### src/rtl/adc_pkg.sv
// Shared definitions for the ADC sample averaging path: frame layout and FSM states.
package adc_pkg;

  localparam int unsigned ADC_FRAME_W = 16;
  localparam int unsigned ADC_DATA_W  = 12;
  localparam int unsigned ADC_PAD_W   = 4;

  typedef enum logic {
    ST_ACUM = 1'b0,
    ST_CALC = 1'b1
  } adc_state_t;

endpackage

### src/rtl/adc_avg_out_reg.sv
// Output holding register for the averaged sample: valid/ready hold with sticky overrun.
module adc_avg_out_reg
  import adc_pkg::*;
#(
  parameter int unsigned DATA_W = ADC_DATA_W
) (
  input  logic              clk,
  input  logic              reset,
  input  logic              i_clear,
  input  logic              i_load,
  input  logic [DATA_W-1:0] i_data,
  input  logic              i_ready,
  output logic [DATA_W-1:0] o_data,
  output logic              o_valid,
  output logic              o_overrun
);

  logic w_accept;
  assign w_accept = o_valid & i_ready;

  // Hold data until accepted; a load on an unaccepted result overwrites it and flags overrun.
  always_ff @(posedge clk or negedge reset) begin
    if (!reset) begin
      o_data    <= '0;
      o_valid   <= 1'b0;
      o_overrun <= 1'b0;
    end else if (i_clear) begin
      o_valid   <= 1'b0;
      o_overrun <= 1'b0;
    end else if (i_load) begin
      o_data  <= i_data;
      o_valid <= 1'b1;
      if (o_valid && !w_accept) begin
        o_overrun <= 1'b1;
      end
    end else if (w_accept) begin
      o_valid <= 1'b0;
    end
  end

endmodule

### src/rtl/adc_sample_averager.sv
// Validates ADC frames, averages 2**LOG2_N good samples and presents the result via valid/ready.
// Optional ADC_AVG_MINMAX_EN adds win_min/win_max of the last completed window.
module adc_sample_averager
  import adc_pkg::*;
#(
  parameter int unsigned DATA_W = ADC_DATA_W,
  parameter int unsigned LOG2_N = 2,
  parameter int unsigned ROUND  = 0
) (
  input  logic                   clk,
  input  logic                   reset,
  input  logic                   rx_done_tick,
  input  logic [ADC_FRAME_W-1:0] b_reg,
  input  logic                   clear,
  output logic [DATA_W-1:0]      avg_data,
  output logic                   avg_valid,
  input  logic                   avg_ready,
  output logic                   frame_err,
  output logic [7:0]             err_count,
  output logic                   overrun
`ifdef ADC_AVG_MINMAX_EN
  ,
  output logic [DATA_W-1:0]      win_min,
  output logic [DATA_W-1:0]      win_max
`endif
);

  localparam int unsigned ACC_W = DATA_W + LOG2_N;
  localparam logic [ACC_W:0] RND = (ROUND != 0) ? ((ACC_W+1)'(1) << (LOG2_N - 1)) : '0;

  adc_state_t        r_state;
  adc_state_t        w_state_nxt;
  logic [ACC_W-1:0]  r_acc;
  logic [ACC_W-1:0]  r_sum_hold;
  logic [LOG2_N-1:0] r_cnt;
  logic              r_frame_err;
  logic [7:0]        r_err_count;

  logic              w_pad_ok;
  logic              w_good;
  logic              w_bad;
  logic              w_last;
  logic              w_load;
  logic [DATA_W-1:0] w_sample;
  logic [ACC_W-1:0]  w_sum;
  logic [DATA_W-1:0] w_result;

  assign w_pad_ok = (b_reg[ADC_FRAME_W-1 -: ADC_PAD_W] == '0);
  assign w_good   = rx_done_tick & w_pad_ok & ~clear;
  assign w_bad    = rx_done_tick & ~w_pad_ok & ~clear;
  assign w_sample = b_reg[DATA_W-1:0];
  assign w_last   = &r_cnt;
  assign w_sum    = r_acc + ACC_W'(w_sample);
  // One extra bit for the rounding add, then drop the window bits.
  assign w_result = DATA_W'(({1'b0, r_sum_hold} + RND) >> LOG2_N);

  // State register.
  always_ff @(posedge clk or negedge reset) begin
    if (!reset) begin
      r_state <= ST_ACUM;
    end else begin
      r_state <= w_state_nxt;
    end
  end

  // Next state and result load strobe; clear overrides everything.
  always_comb begin
    w_state_nxt = r_state;
    w_load      = 1'b0;
    unique case (r_state)
      ST_ACUM: if (w_good && w_last) w_state_nxt = ST_CALC;
      ST_CALC: begin
        w_state_nxt = ST_ACUM;
        w_load      = 1'b1;
      end
      default: w_state_nxt = ST_ACUM;
    endcase
    if (clear) begin
      w_state_nxt = ST_ACUM;
      w_load      = 1'b0;
    end
  end

  // Accumulate good samples; the window sum is handed off so a tick during ST_CALC starts the next window.
  always_ff @(posedge clk or negedge reset) begin
    if (!reset) begin
      r_acc      <= '0;
      r_cnt      <= '0;
      r_sum_hold <= '0;
    end else if (clear) begin
      r_acc <= '0;
      r_cnt <= '0;
    end else if (w_good) begin
      if (w_last) begin
        r_sum_hold <= w_sum;
        r_acc      <= '0;
        r_cnt      <= '0;
      end else begin
        r_acc <= w_sum;
        r_cnt <= r_cnt + LOG2_N'(1);
      end
    end
  end

  // Rejected-frame pulse and saturating error counter.
  always_ff @(posedge clk or negedge reset) begin
    if (!reset) begin
      r_frame_err <= 1'b0;
      r_err_count <= '0;
    end else begin
      r_frame_err <= w_bad;
      if (w_bad && (r_err_count != '1)) begin
        r_err_count <= r_err_count + 8'd1;
      end
    end
  end

  assign frame_err = r_frame_err;
  assign err_count = r_err_count;

  adc_avg_out_reg #(
    .DATA_W (DATA_W)
  ) u_out_reg (
    .clk       (clk),
    .reset     (reset),
    .i_clear   (clear),
    .i_load    (w_load),
    .i_data    (w_result),
    .i_ready   (avg_ready),
    .o_data    (avg_data),
    .o_valid   (avg_valid),
    .o_overrun (overrun)
  );

`ifdef ADC_AVG_MINMAX_EN
  logic [DATA_W-1:0] r_cur_min;
  logic [DATA_W-1:0] r_cur_max;
  logic [DATA_W-1:0] r_hold_min;
  logic [DATA_W-1:0] r_hold_max;
  logic [DATA_W-1:0] r_win_min;
  logic [DATA_W-1:0] r_win_max;
  logic [DATA_W-1:0] w_new_min;
  logic [DATA_W-1:0] w_new_max;

  // First sample of a window seeds both extremes.
  assign w_new_min = ((r_cnt == '0) || (w_sample < r_cur_min)) ? w_sample : r_cur_min;
  assign w_new_max = ((r_cnt == '0) || (w_sample > r_cur_max)) ? w_sample : r_cur_max;

  // Track window extremes and publish them alongside the average.
  always_ff @(posedge clk or negedge reset) begin
    if (!reset) begin
      r_cur_min  <= '0;
      r_cur_max  <= '0;
      r_hold_min <= '0;
      r_hold_max <= '0;
      r_win_min  <= '0;
      r_win_max  <= '0;
    end else if (clear) begin
      r_cur_min <= '0;
      r_cur_max <= '0;
      r_win_min <= '0;
      r_win_max <= '0;
    end else begin
      if (w_good) begin
        if (w_last) begin
          r_hold_min <= w_new_min;
          r_hold_max <= w_new_max;
        end else begin
          r_cur_min <= w_new_min;
          r_cur_max <= w_new_max;
        end
      end
      if (w_load) begin
        r_win_min <= r_hold_min;
        r_win_max <= r_hold_max;
      end
    end
  end

  assign win_min = r_win_min;
  assign win_max = r_win_max;
`endif

endmodule
### config.mk
export PLATFORM = sky130hd
export DESIGN_NAME = adc_sample_averager
export DESIGN_NICKNAME = d
export VERILOG_FILES = /design/src/rtl/adc_pkg.sv /design/src/rtl/adc_avg_out_reg.sv /design/src/rtl/adc_sample_averager.sv
export SDC_FILE = /design/constraint.sdc
export NUM_CORES = 1
export LEC_CHECK = 0
export CAP_MARGIN = 40
export CELL_PAD_IN_SITES_DETAIL_PLACEMENT = 1
export CELL_PAD_IN_SITES_GLOBAL_PLACEMENT = 1
export CORE_MARGIN = 4
export CORE_UTILIZATION = 44
export CTS_BUF_LIST = sky130_fd_sc_hd__clkbuf_4 sky130_fd_sc_hd__clkbuf_8
export CTS_CLUSTER_DIAMETER = 120
export DETAILED_ROUTE_END_ITERATION = 12
export GPL_TIMING_DRIVEN = 0
export PLACE_DENSITY = 0.84
export SETUP_SLACK_MARGIN = 0.05
export SYNTH_ARGS = -nofsm -noshare
export SYNTH_HDL_FRONTEND = slang
export SYNTH_HIERARCHICAL = 1
export SYNTH_SLANG_ARGS = --single-unit
### constraint.sdc
create_clock -name clk -period 2.6 [get_ports clk]
set_clock_uncertainty 0.2 [all_clocks]
set_input_delay 0.26 -clock clk [delete_from_list [all_inputs] [get_ports clk]]
set_output_delay 0.26 -clock clk [all_outputs]
set_load 0.01 [all_outputs]
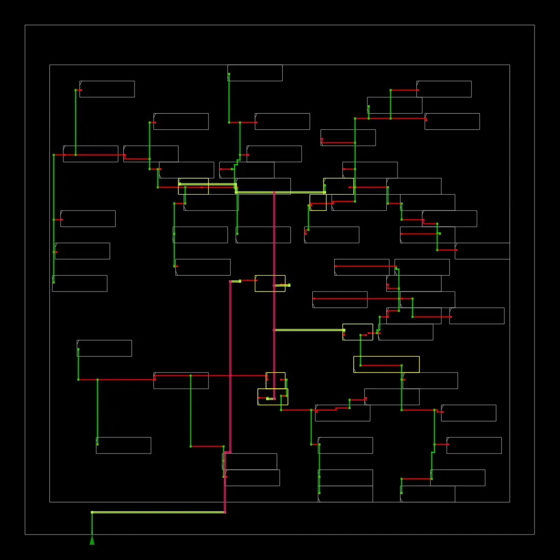
final_clocks.png
flop count: 52
power of the clock network: 0.000564 W
TritonCTS buffer count: 5
clock latency on the worst-skew pair: 0.31 ns
clock buffer count: 5

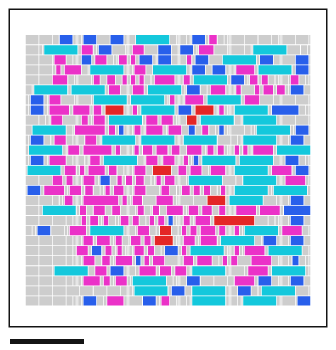
cell_classes.png
Bar = 20 microns. Fill, decap, tap and diode cells in gray.
blue -> other buffers and delay cells  # cells 55, share of their area 16%
magenta -> all other logic  # cells 169, share of their area 41%
cyan -> flip-flops  # cells 52, share of their area 39%
red -> clock drivers and dummy loads  # cells 8, share of their area 3.5%
Finished Core Util: 59.7%
Floorplan Core Area: 0.00568 sq mm
final instance area: 0.00339 sq mm
register share of the cell area: 38.4%

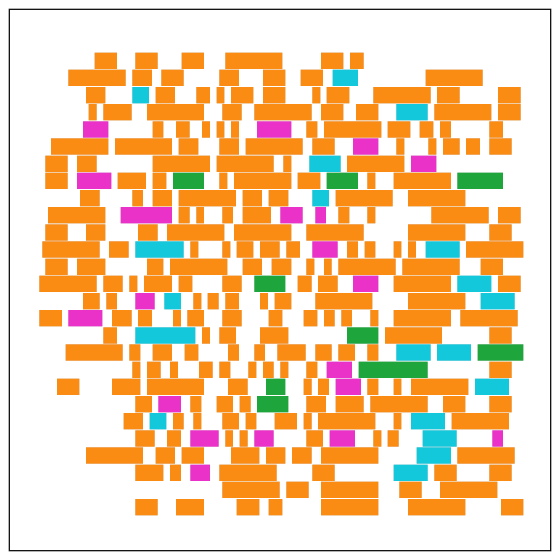
drive_strength.png
orange -> drive 1 or less  # cells 236, share 83%
green -> drive 6 and up  # cells 9, share 3.2%
cyan -> drive 3 to 4  # cells 19, share 6.7%
magenta -> drive 2  # cells 20, share 7.0%
final critical-path setup slack: 0.136 ns
bufs w/o clock: 55

==> notes.md <==
Latest figures from synthesis and place and route.

The sum of overflow across all layers after global routing is 0. The worst-case setup slack after placement is -0.551 ns. The number of instances in the synthesized netlist is about 230.

The endpoint of the most critical register-to-register path is r_sum_hold[8]. OpenSTA lists the critical path endpoint as r_sum_hold[8]. The sequential cell area is 0.00130 sq mm. For this run, the leading register cell type out of synthesis is sky130_fd_sc_hd__dfrtp_1. The worst slack on hold paths is 0.212 ns. Dividing total power by cell area gives a power density of 534 mW/mm^2.

The kind of launch point of the worst setup path is a flip-flop. TritonCTS built the clock tree. The pin count of the biggest net entering global routing is 39. Of the combinational cells, the family taking the most area is AND-OR/OR-AND gates.

The multiplexer share of the synthesized area is a little under a tenth. 44 I/O pins were placed. The worst-case vdd ir drop is 0.348 mV. The run finished with clean final reports. The CTS sink count is around 52. In the layout the commonest cells are sky130_fd_sc_hd__dfrtp_1, sky130_fd_sc_hd__clkdlybuf4s50_1, sky130_fd_sc_hd__nand2_1. In the floorplan report the effective utilization is 46.6%. Per the synthesis report, the number of distinct cell types is 43. The post-synthesis async set-or-reset flop share is 100%.

The maximum net fanout on the critical path is 3. The fraction of layout cells with a size suffix above 1 is 16.9%. The clock tree root buffer cell is sky130_fd_sc_hd__clkbuf_8. The leakage power figure is 1.53 nW. The data required time of the critical path is 2.60 ns. The final antenna diode tally reported by the flow is 0. The final timing report counts setup violations totalling 0. Max-cap violations in this run came to 0. The mean number of vias per cell is about 5.6. By instance count after routing, the leading logic cell type is sky130_fd_sc_hd__dfrtp_1. The overall die size recorded for this design is 0.00732 sq mm. The critical path starts at r_acc[0]. The maximum clock frequency is 406 MHz. The number of nets handed over by synthesis was ~270. The count of warning messages emitted by the tools is 28. The number of antenna violations at the first check in global routing was 0.

The number of H-tree branching levels is 2. Summing the areas of all fa, ha and maj instances in the mapped netlist gives 7.37% of the synthesized area. Per the CTS log, the buffer count on the longest clock path is 2. The iteration tally of the first detailed-router pass is 4. The net count of the finished layout is about 320.

Looking at the max-slew report, the worst-margin pin has a slew of 0.782 ns. The synthesized netlist devotes 14.2% of its cell area to compound gates. The cell area that synthesis handed to floorplanning was between 0.002 and 0.003 sq mm.

In this run the register-to-register setup slack is 0.14 ns. The number of hold violations in the final report is 0. Counting I/O delays and the setup requirement, the final critical path takes 2.46 ns. The violation count after the first detailed-routing iteration is 71.

The simple logic cell fraction of the synthesized area is 12.5%. The number of antenna-violating nets in the routed design is 0. In the final layout, the multi-input gates occupy 0.00135 sq mm. Each instance of the synthesized netlist takes up on average ~12 sq um. On the worst path, the slowest cell contributes a delay of 0.41 ns. The via count of the first global-routing pass came to 2166. After its last routability iteration, the placer logged a weighted congestion of 0.767. The type of the worst min-delay path is in -> async.

The post-synthesis chip area from yosys is 0.00265 sq mm. In this run the core area contains 27 standard-cell rows. Counting pins that exceed their max-slew limit in the final report gives 0. Post-route period utilization is reported as 94.8%.

Logic depth along the worst register-to-register path is recorded as 8. For this run, the number of Yosys warnings is 6. The chip width is 85.6 microns. The signed area change from the synthesized netlist to the final layout is 27.9%.

The launching point of the worst reg2reg path is r_acc[0]. The average routed wire per standard cell is 17.5 microns. The detailed-placement wirelength estimate is between 4000 and 5000 microns. Once placement completed, the tool counted placed cells totaling roughly 350. Yosys mapped a number of flops with a built-in enable equal to 0. The critical-path cell with the highest stage delay is sky130_fd_sc_hd__dfrtp_1.

The first global-routing pass estimated 11000 microns of wire. The XOR/XNOR share of the synthesized area is between 5 and 6%. The die height is 85.6 microns. After synthesis, flip-flops and latches occupy between 40% and 50% of the total area.

Setup repair after global routing could not meet its margin everywhere.
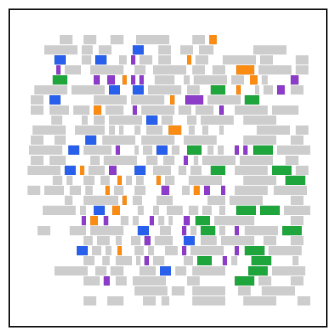
gate_families.png
orange -> NOR gates  # cells 18
green -> multiplexers  # cells 18
purple -> NAND gates  # cells 31
blue -> XOR/XNOR gates  # cells 17
Comb area share: 39.9%
Non-Filler Instances: 356

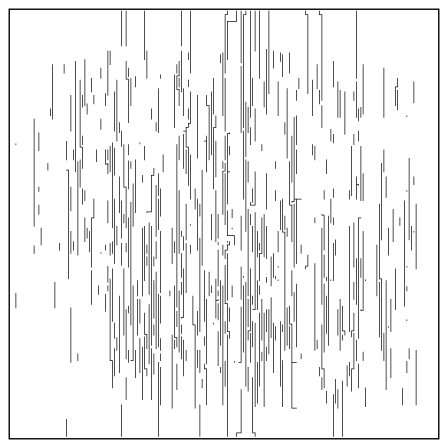
met2.png
longest straight run = 32.5 microns
nets with wire on the layer = 295
wire length on this layer = 3140 microns
share of all routed wire = 50%
routing usage on met2: 31.1%
total routed wirelength: 6240 microns
via total after detailed routing: 1998

[stage by stage]
stage | setup TNS, ns | instance area (sq um)
after floorplan | 0 | 2650
after global placement | -30.22 | 3170
after detailed placement | -4.32 | 3180
after CTS | 0 | 3350
after global routing | 0 | 3390
final | 0 | 3390
[flip-flops by register name, summed over array words and instances (netlist names)]
name,count
frame_err,1
err_count,8
r_sum_hold,12
r_cnt,2
r_acc,14
u_out_reg/o_overrun,1
u_out_reg/o_valid,1
u_out_reg/o_data,12
r_state,1
[timing repair]
action,4_1_cts,5_1_grt
pin swaps,4,6
hold buffers,1,0
setup buffers,1,2
hold endpoints to repair,14,0
endpoints found under the setup margin,9,10
gates resized,4,10
[per-layer routing]
| metal | routed length [microns] | global-route usage, % | vias up |
|---|---|---|---|
| li1 | - | - | 933 |
| met1 | 2750 | 24.8 | 1008 |
| met2 | 3140 | 31.1 | 49 |
| met3 | 266 | 3.84 | 8 |
| met4 | 87 | 5.76 | 0 |
| met5 | 0 | 0 | - |
[power breakdown]
group          total, W  switching (W)  internal (W)
Combinational  0.000329       0.000146      0.000183
Clock          0.000564       0.000274      0.000290
Sequential     0.000915      0.0000548      0.000860
[area by class of cell]
class                   count  share of cell area [%]
clock buffers               5                    2.03
clock inverters             3                    1.37
inverters                   2                   0.222
multi-input cells         167                    39.9
flip-flops and latches     52                    38.4
well taps                  72                    2.66
repair buffers             48                    14.1
plain buffers               7                    1.29
[worst max-delay path: cells and delay by family (launching register included)]
family                     cells  cell delay [ns]
AOI/OAI and AO/OA              4             0.84
adders and majority gates      2             0.54
DFF                            1             0.41
muxes                          1             0.28
and+or+nand+nor                1             0.09
[synthesized netlist by cell type (2+ instances only)]
cell	count	area (sq um)
sky130_fd_sc_hd__inv_1	2	7.51
sky130_fd_sc_hd__nand2_1	20	75.1
sky130_fd_sc_hd__or3_1	2	12.5
sky130_fd_sc_hd__and4_1	2	17.5
sky130_fd_sc_hd__ha_1	14	175
sky130_fd_sc_hd__xnor2_1	10	87.6
sky130_fd_sc_hd__o21ai_0	15	75.1
sky130_fd_sc_hd__nor2b_1	4	25.0
sky130_fd_sc_hd__a22o_1	9	78.8
sky130_fd_sc_hd__nand4_1	2	12.5
sky130_fd_sc_hd__xor2_1	7	61.3
sky130_fd_sc_hd__and3_1	3	18.8
sky130_fd_sc_hd__nand2b_1	3	18.8
sky130_fd_sc_hd__nand3_1	5	25.0
sky130_fd_sc_hd__or4_1	2	15.0
sky130_fd_sc_hd__a311oi_1	2	17.5
sky130_fd_sc_hd__a21oi_1	9	45.0
sky130_fd_sc_hd__o31ai_1	2	15.0
sky130_fd_sc_hd__a21o_1	6	45.0
sky130_fd_sc_hd__o21a_1	2	15.0
sky130_fd_sc_hd__a31oi_1	4	25.0
sky130_fd_sc_hd__dfrtp_1	52	1300
sky130_fd_sc_hd__and2_1	2	12.5
sky130_fd_sc_hd__mux2_2	8	90.1
sky130_fd_sc_hd__nor2_1	10	37.5
sky130_fd_sc_hd__mux2_4	10	150
sky130_fd_sc_hd__clkbuf_1	6	22.5
Power and IR drop assume default switching activity.
